**Run 1: cell classes on the final placement**

Drawn at 6 px/um. Fill, decap, tap and diode cells in grey.
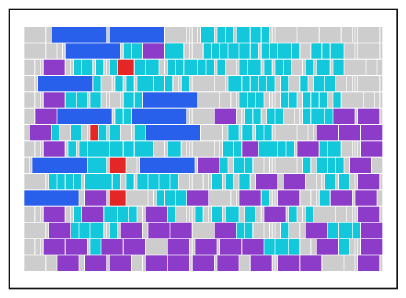
**Run 1: selected gate families**

Drawn at 6 px/um.
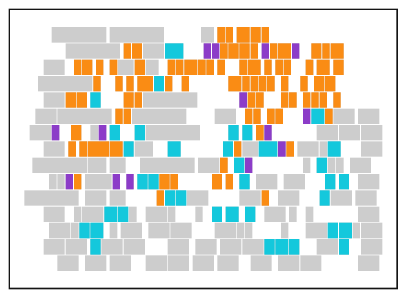
**Run 1: cells by drive strength**

Drawn at 6 px/um.
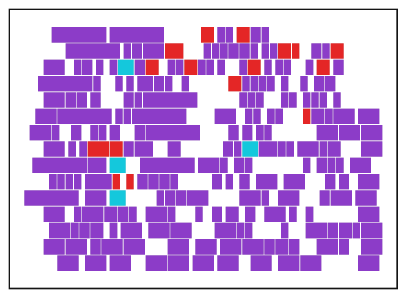
### src/rtl/mux4_arb_pkg.sv
// Shared types and sizes for the four-way round-robin output mux.
package mux4_arb_pkg;
    localparam int NREQ  = 4;
    localparam int SEL_W = 2;

    typedef enum logic {
        IDLE  = 1'b0,
        GRANT = 1'b1
    } state_t;
endpackage

### src/rtl/mux4_data_sel.sv
// W-bit 4:1 data mux steered by the registered grant index.
module mux4_data_sel
    import mux4_arb_pkg::*;
#(
    parameter int W = 8
) (
    input  logic [SEL_W-1:0]  sel,
    input  logic [NREQ*W-1:0] data_in,
    output logic [W-1:0]      out_data
);
    always_comb begin
        out_data = data_in[sel*W +: W];
    end
endmodule

### src/rtl/mux4_rr_arbiter.sv
// Round-robin burst arbiter sharing one valid/ready channel between four
// requesters; a grant lasts until last, the beat limit, or a request drop.
module mux4_rr_arbiter
    import mux4_arb_pkg::*;
#(
    parameter int W         = 8,
    parameter int MAX_BURST = 4
) (
    input  logic              clk,
    input  logic              rst,
    input  logic [NREQ-1:0]   req,
    input  logic [NREQ*W-1:0] data_in,
    input  logic [NREQ-1:0]   last,
    input  logic              out_ready,
    output logic [NREQ-1:0]   gnt,
    output logic [SEL_W-1:0]  out_sel,
    output logic              out_valid,
    output logic [W-1:0]      out_data,
    output logic              busy
);
    localparam int CNT_W = (MAX_BURST > 1) ? $clog2(MAX_BURST) : 1;
    localparam logic [CNT_W-1:0] CNT_LAST = CNT_W'(MAX_BURST - 1);

    state_t           r_state;
    state_t           w_state_nxt;
    logic [NREQ-1:0]  r_gnt;
    logic [SEL_W-1:0] r_sel;
    logic [SEL_W-1:0] r_ptr;
    logic [CNT_W-1:0] r_cnt;
    logic [SEL_W-1:0] w_pick;
    logic             w_valid;
    logic             w_beat;
    logic             w_release;
    logic             w_start;

    // First requester at or after ptr, scanning upward with wrap.
    function automatic logic [SEL_W-1:0] rr_pick(
        input logic [NREQ-1:0]  r,
        input logic [SEL_W-1:0] p
    );
        logic [SEL_W-1:0] idx;
        logic             found;
        rr_pick = p;
        found   = 1'b0;
        for (int i = 0; i < NREQ; i++) begin
            idx = p + SEL_W'(i);
            if (!found && r[idx]) begin
                rr_pick = idx;
                found   = 1'b1;
            end
        end
    endfunction

    assign w_pick    = rr_pick(req, r_ptr);
    assign w_valid   = (r_state == GRANT) & req[r_sel];
    assign w_beat    = w_valid & out_ready;
    assign w_start   = (r_state == IDLE) & (|req);
    assign w_release = (r_state == GRANT)
                     & (~req[r_sel]
                     | (w_beat & (last[r_sel] | (r_cnt == CNT_LAST))));

    always_ff @(posedge clk or posedge rst) begin
        if (rst) begin
            r_state <= IDLE;
        end else begin
            r_state <= w_state_nxt;
        end
    end

    always_comb begin
        w_state_nxt = r_state;
        unique case (r_state)
            IDLE:    if (|req)     w_state_nxt = GRANT;
            GRANT:   if (w_release) w_state_nxt = IDLE;
            default: w_state_nxt = IDLE;
        endcase
    end

    // Grant, select, pointer and beat count advance with the FSM.
    always_ff @(posedge clk or posedge rst) begin
        if (rst) begin
            r_gnt <= '0;
            r_sel <= '0;
            r_ptr <= '0;
            r_cnt <= '0;
        end else if (w_start) begin
            r_gnt <= NREQ'(1) << w_pick;
            r_sel <= w_pick;
            r_cnt <= '0;
        end else if (w_release) begin
            r_gnt <= '0;
            r_ptr <= r_sel + SEL_W'(1);
            r_cnt <= '0;
        end else if (w_beat) begin
            r_cnt <= r_cnt + CNT_W'(1);
        end
    end

    always_comb begin
        gnt       = r_gnt;
        out_sel   = r_sel;
        out_valid = w_valid;
        busy      = (r_state == GRANT);
    end

    mux4_data_sel #(.W(W)) u_data_sel (
        .sel      (r_sel),
        .data_in  (data_in),
        .out_data (out_data)
    );
endmodule
### config.mk
export PLATFORM = sky130hd
export DESIGN_NAME = mux4_rr_arbiter
export DESIGN_NICKNAME = d
export VERILOG_FILES = /design/src/rtl/mux4_arb_pkg.sv /design/src/rtl/mux4_data_sel.sv /design/src/rtl/mux4_rr_arbiter.sv
export SDC_FILE = /design/constraint.sdc
export NUM_CORES = 1
export LEC_CHECK = 0
export ABC_AREA = 1
export CAP_MARGIN = 20
export CORE_ASPECT_RATIO = 0.7
export CORE_MARGIN = 2
export CORE_UTILIZATION = 41
export DETAILED_ROUTE_END_ITERATION = 10
export HOLD_SLACK_MARGIN = 0.1
export PLACE_DENSITY_LB_ADDON = 0.12
export SYNTH_ARGS = -nofsm -noshare
export SYNTH_HDL_FRONTEND = slang
export SYNTH_SLANG_ARGS = --single-unit
### constraint.sdc
create_clock -name clk -period 3.7 [get_ports clk]
set_clock_uncertainty 0.05 [all_clocks]
set_input_delay 0.37 -clock clk [delete_from_list [all_inputs] [get_ports clk]]
set_output_delay 0.37 -clock clk [all_outputs]
set_load 0.005 [all_outputs]
==> out/qor.yml, run 1 <==
outcome:
  status: "finished, final reports clean"
clock_tree:
  cts_sinks: 11
  clock_latency_ns: 0.27
  cts_hold_buf: 0
  path_clk_slew_ns: 0.07
  cts_tree: "yes"
  clock-root-buffer: "clkbuf_4"
  h-tree-depth: 1
  cts_made_buffers: 3
  cts_resized: 0
  post_cts_buffers: 0
worst_setup_path:
  regToRegStartpoint: "out_sel[0]$_DFFE_PP0P_"
  startpoint_type: "flip-flop"
  worstPathArrival_ns: 2.53
  critPathLaunch: "out_sel[0]$_DFFE_PP0P_"
  worst-setup-path-type: "flip-flop to output pin"
  required_ns: 3.28
  cp_max_fo: 24
grt:
  grt_remaining_overflow: 0
  grt_max_degree: 25
  grt_usage: 0.241
  grt_first_pass_wirelength_mm: 5.45
  grt_pass1_vias: 1187
power_and_ir_drop:
  p_int_w: 0.000622
  p_total_w: 0.00124
  p_clk_frac: 0.067
  p_switching_w: 0.000614
  p_leak_nw: 0.783
  ir_worst_vdd_uv: 517
  power_frac_comb: 0.708
  powerDensity_mw_per_mm2: 742
  switching_share: 0.497
placement:
  dp_hpwl_mm: 2.61
  port_buffers: 58
  gp_congestion: 0.806
logic_synthesis:
  yosysWarnings: 0
  syn_nets: 221
  synth_area_mm2: 0.00105
  async_flop_share: 1.00
  topCombFamilyByArea: "simple AND/OR/NAND/NOR gates"
  yosysMostFrequentCell: "nand2_1"
  synth_seq_share: 0.263
  common_cells: "nand2_1, nor2_1, o21ai_0"
  top_cell_area_share: 0.263
  yosys.area_share.adder: 0.0119
  syn_inst: 177
  ys_ff: 11
  yosysCellCount: 177
  ys_sh_mux: 0
  enable_flop_cells: 0
  ys_sh_simple: 0.429
  xor_share: 0.0167
  synth.distinct_cells: 23
  syn_area_per_cell_um2: 5.92
  ys_sh_aoi: 0.194
  top_area_cell: "dfrtp_1"
run:
  drv_cap: 0
  warning_count: 26
final_layout:
  n_fill_cell: 233
  diodes: 0
  drive_gt1_frac: 0.0858
timing:
  tightest_slew_ns: 0.707
  hold_violations: 0
  period_used_share: 0.798
  relSlewSlack: 0.528
  rsz0062_at_grt: "no"
  timing.setup.tns_ns: 0
  fmax_ghz: 0.339
  final_max_slew_viol_count: 0
detailed_routing:
  vias: 1357
  wl_per_cell_um: 12.8
  first_pass_iters: 4
  route.detailed.drc: 0
  drt_wl_total_mm: 3.42
  ant_nets: 0
hold_path:
  hp-class: "input pin to async pin"
floorplan:
  die_area_mm2: 0.00298
  initial_core_util: 0.429
  coreArea_mm2: 0.00244
  ioPinCount: 59
  fp.dieW_um: 64.4
  num_rows: 15
-- 'cell classes on the final placement' (at the start) --
clock drivers and dummy loads -> red  # cells 4
other buffers and delay cells -> purple  # cells 59
flops -> blue  # cells 11
combinational and other logic -> cyan  # cells 159
fin area: 0.00167 mm2
fin util: 0.683

-- 'selected gate families' (at the start) --
inverters -> purple  # cells 14
NAND gates -> orange  # cells 85
inverting AOI/OAI gates -> cyan  # cells 37
Comb/total area: 0.409
most frequent logic cell in the layout: nand2_1
Post-Layout Cell Count: 267

-- 'cells by drive strength' (at the start) --
_2 cells -> red  # cells 16, share 6.9%
_0 and _1 cells -> purple  # cells 213, share 91%
_3 and _4 cells -> cyan  # cells 4, share 1.7%
worst setup margin: 0.746 ns
Area Growth Syn to Fin: 59.1%
Non-clock buffers: 59

[run 1: worst max-delay path, stage by stage (launching register included)]
cell	delay [ns]
dfrtp_1	0.80
inv_2	0.30
a21oi_1	0.19
o21ai_1	0.09
a21oi_1	0.29
clkdlybuf4s50_1	0.58
[run 1: path summary, 6_finish.rpt]
check / to / slack, ns / depth (start not counted)
min reg2reg: gnt[3]$_DFFE_PP0P_ / 0.46 / 2
min: gnt[2]$_DFFE_PP0P_ / 0.32 / 2
min in group clk: gnt[3]$_DFFE_PP0P_ / 0.46 / 2
max reg2reg: r_ptr[0]$_DFFE_PP0P_ / 1.39 / 9
max: out_valid / 0.75 / 5
max in group asynchronous: out_sel[0]$_DFFE_PP0P_ / 3.00 / 2
[run 1: layout make-up]
cell class                      instances  area (um2)  area share
Sequential cell                        11         275       0.165
Tap cell                               34        42.5      0.0255
Clock buffer                            4        26.3      0.0158
Multi-Input combinational cell        145         682       0.409
Inverter                               14        52.6      0.0315
Timing Repair Buffer                   59         588       0.353
[run 1: through the flow]
| stage | instance area, um2 | hold slack (ns) | setup slack, ns | utilization | cells |
|---|---|---|---|---|---|
| after global routing | 1670 | 0.392 | 0.609 | 0.683 | 267 |
| after detailed placement | 1640 | 0.442 | 1.09 | 0.672 | 263 |
| after global placement | 1640 | 0.442 | 1.20 | 0.672 | 263 |
| after CTS | 1670 | 0.341 | 0.802 | 0.683 | 267 |
| final | 1670 | 0.325 | 0.746 | 0.683 | 267 |
| after floorplan | 1050 | 0.172 | 2.10 | - | 177 |
[run 1: logic make-up after synthesis]
family	after synthesis
adders and majority gates	1
buffers and inverters	21
and+or+nand+nor	105
DFF	11
xor gates and xnor gates	2
AOI/OAI and AO/OA	37
[run 1: power by group through the flow]
stage | Combinational [W] | Sequential, W | Clock, W
2_1_floorplan | 0.000584 | 0.000217 | 0
3_3_place_gp | 0.000843 | 0.000270 | 0
3_5_place_dp | 0.000866 | 0.000277 | 0
4_1_cts | 0.000874 | 0.000275 | 0.0000830
5_1_grt | 0.000974 | 0.000289 | 0.0000904
6_report | 0.000876 | 0.000277 | 0.0000832
[run 1: registers in the layout, summed over array words and instances, names as in the netlist]
signal and flops:
r_cnt 2, gnt 4, r_ptr 2, busy 1, out_sel 2
[run 1: cell usage in the layout (no fill, tap or decap)]
master           instances
inv_2                    4
nand2_1                 59
nor2_1                  18
nor2_2                   2
o22ai_1                  8
nand3b_1                 1
a21oi_1                  5
o41ai_1                  1
xnor2_1                  1
ha_1                     1
nand3_1                 16
nand3_2                  1
inv_1                   10
o21ai_1                  4
nand2_2                  8
dfrtp_1                 11
buf_4                    1
clkbuf_1                 1
clkbuf_4                 3
clkdlybuf4s50_1         58
xor2_1                   1
o21ai_0                 18
a21oi_2                  1
[run 1: per-layer routing]
layer / vias up / part of all wire / track usage / wire length (um)
li1: 689 / - / - / -
met1: 611 / 0.47 / 0.299 / 1600
met2: 50 / 0.46 / 0.431 / 1570
met3: 7 / 0.060 / 0.0391 / 204
met4: 0 / 0.015 / 0.0936 / 50
met5: - / 0 / 0 / 0
## Run 2: what changed since run 1
--- a/config.mk
+++ b/config.mk
@@ -9,7 +9,7 @@
 export CAP_MARGIN = 20
 export CORE_ASPECT_RATIO = 0.7
 export CORE_MARGIN = 2
-export CORE_UTILIZATION = 41
+export CORE_UTILIZATION = 35
 export DETAILED_ROUTE_END_ITERATION = 10
 export HOLD_SLACK_MARGIN = 0.1
 export PLACE_DENSITY_LB_ADDON = 0.12
==> constraint.sdc (replaced) <==
create_clock -name clk -period 2.61 [get_ports clk]
set_clock_uncertainty 0.05 [all_clocks]
set_input_delay 0.261 -clock clk [delete_from_list [all_inputs] [get_ports clk]]
set_output_delay 0.261 -clock clk [all_outputs]
set_load 0.005 [all_outputs]
**Run 2: M3 wires**

Drawn at 6 px/um.
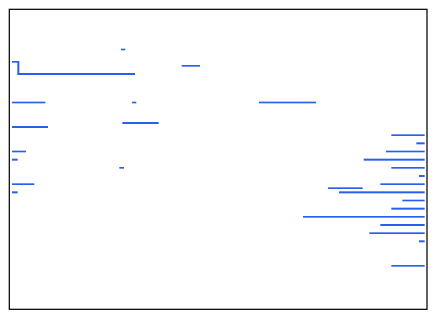
longest straight run = 20.0 um
wire length on this layer = 164 um
share of all routed wire = 4.8%
main direction = horizontal
nets with wire on the layer = 26
WL final: 3.42 mm
met3 Use GR: 0.0327
vias post-DR: 1320

**Run 2: selected gate families**

Drawn at 6 px/um.
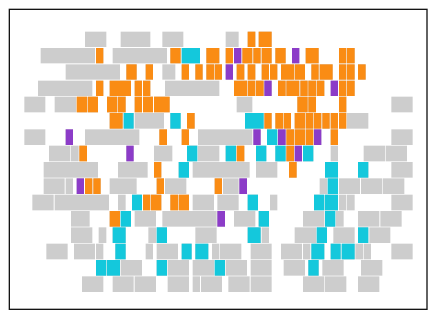
inverters -> purple  # cells 14
NAND gates -> orange  # cells 85
inverting AOI/OAI gates -> cyan  # cells 37
Comb/total area: 0.402
Post-Layout Cell Count: 270

==> out/qor.yml, run 2 <==
outcome:
  status: "finished, final reports clean"
run:
  warning_count: 26
  drv_cap: 0
detailed_routing:
  wl_per_cell_um: 12.7
  ant_nets: 0
  route.detailed.drc: 0
timing:
  timing.setup.tns_ns: 0
  final_max_slew_viol_count: 0
  hold_violations: 0
  relSlewSlack: 0.694
  period_used_share: 0.920
  tightest_slew_ns: 0.459
  fmax_ghz: 0.417
  rsz0062_at_grt: "no"
grt:
  grt_remaining_overflow: 0
  grt_usage: 0.210
  grt_first_pass_wirelength_mm: 5.97
  grt_max_degree: 22
  grt_pass1_vias: 1262
worst_setup_path:
  critPathLaunch: "out_sel[1]$_DFFE_PP0P_"
  path_buffers: 2
  startpoint_type: "flip-flop"
  reg2reg_slack_ns: 0.61
  cp_max_fo: 14
  crit_top_cell: "a21oi_1"
  worstPathArrival_ns: 2.09
  timing.rr.end: "gnt[2]$_DFFE_PP0P_"
  slowest_delay_ns: 0.62
  worst_r2r_path_depth: 9
  crit_chain: "inv_2, a21oi_1, o21ai_1, a21oi_1, clkdlybuf4s50_1"
  crit_slowest_cell: "dfrtp_1"
  crit_family: "buffers and inverters"
  worst-setup-path-type: "flip-flop to output pin"
  required_ns: 2.30
  regToRegStartpoint: "out_sel[1]$_DFFE_PP0P_"
  crit_cells: 5
placement:
  dp_hpwl_mm: 2.56
  gp_congestion: 0.899
  port_buffers: 58
  dp.cells: 266
logic_synthesis:
  common_cells: "nand2_1, nor2_1, o21ai_0"
  syn_inst: 177
  synth_area_mm2: 0.00105
  top_area_cell: "dfrtp_1"
  yosysWarnings: 0
  async_flop_share: 1.00
  yosysCellCount: 177
  syn_area_per_cell_um2: 5.92
  synth_seq_share: 0.263
  top_cell_area_share: 0.263
  synth.distinct_cells: 23
  ys_ff: 11
  enable_flop_cells: 0
  yosysMostFrequentCell: "nand2_1"
final_layout:
  final-comb-area_um2: 682
  drive_gt1_frac: 0.0940
  diodes: 0
  area_growth_pct: 62.0
  fin_util: 0.601
  n_fill_cell: 267
  largest_register_ff_count: 4
  layout_top_cells: "nand2_1, clkdlybuf4s50_1, o21ai_0, nor2_1, nand3_1"
  regArea_um2: 277
power_and_ir_drop:
  p_leak_nw: 0.795
  ir_worst_vdd_uv: 462
  powerDensity_mw_per_mm2: 1070
floorplan:
  die_area_mm2: 0.00345
  ioPinCount: 59
  num_rows: 16
clock_tree:
  cts_sinks: 11
  clock-root-buffer: "clkbuf_8"
  path_clk_slew_ns: 0.05
  clock_latency_ns: 0.24
  cts_tree: "yes"
  h-tree-depth: 1
  cts_hold_buf: 0
hold_path:
  hp-class: "input pin to async pin"
## run 2: cell counts after synthesis
No cell type changed its count.
## run 2: cell type report
type,count,area share
clock buffer,4,0.0265
inverter,14,0.0310
multi-input combinational,145,0.402
sequential,11,0.163
tap,36,0.0265
timing repair buffer,60,0.351
## run 2: cells by family after synthesis
logic type	Yosys count	synth area share
and+or+nand+nor	105	0.429
AOI/OAI and AO/OA	37	0.194
xor gates and xnor gates	2	0.0167
DFF	11	0.263
buffers and inverters	21	0.0860
adders and majority gates	1	0.0119
## run 2: worst max-delay path by stage
stage | to | slack [ns]
floorplan | out_data[2] | 1.12
global placement | out_valid | 0.38
detailed placement | out_valid | 0.33
CTS | out_valid | 0.16
global route | out_valid | 0.07
finish | out_valid | 0.21
## run 2: where the power goes
part	total, W	switching (W)	internal, W
logic	0.00127	0.000678	0.000593
clock network	0.000170	0.0000633	0.000107
registers	0.000370	0.000128	0.000242
total	0.00181	0.000869	0.000942
## run 2: repair_timing
| action | 4_1_cts | 5_1_grt |
|---|---|---|
| hold endpoints to repair | 0 | 0 |
| endpoints found under the setup margin | 0 | 1 |
| gates resized | 0 | 1 |
## run 2: metal layers
metal  up-vias  share of wire  track usage  wire length (um)
li1        694              -            -                 -
met1       590           0.50        0.310              1710
met2        31           0.45        0.325              1520
met3         5          0.048       0.0327               164
met4         0         0.0070       0.0392                24
met5         -              0            0                 0
## run 2: metrics by stage
step / cell area [um2] / setup slack (ns) / hold slack, ns / power (W)
finish: 1700 / 0.210 / 0.270 / 0.00181
global route: 1700 / 0.0683 / 0.329 / 0.00201
CTS: 1700 / 0.158 / 0.283 / 0.00181
detailed placement: 1650 / 0.334 / 0.456 / 0.00163
global placement: 1650 / 0.380 / 0.442 / 0.00160
floorplan: 1050 / 1.12 / 0.0634 / 0.00114
Power figures rest on the tool's default switching activity, not on a simulated workload.
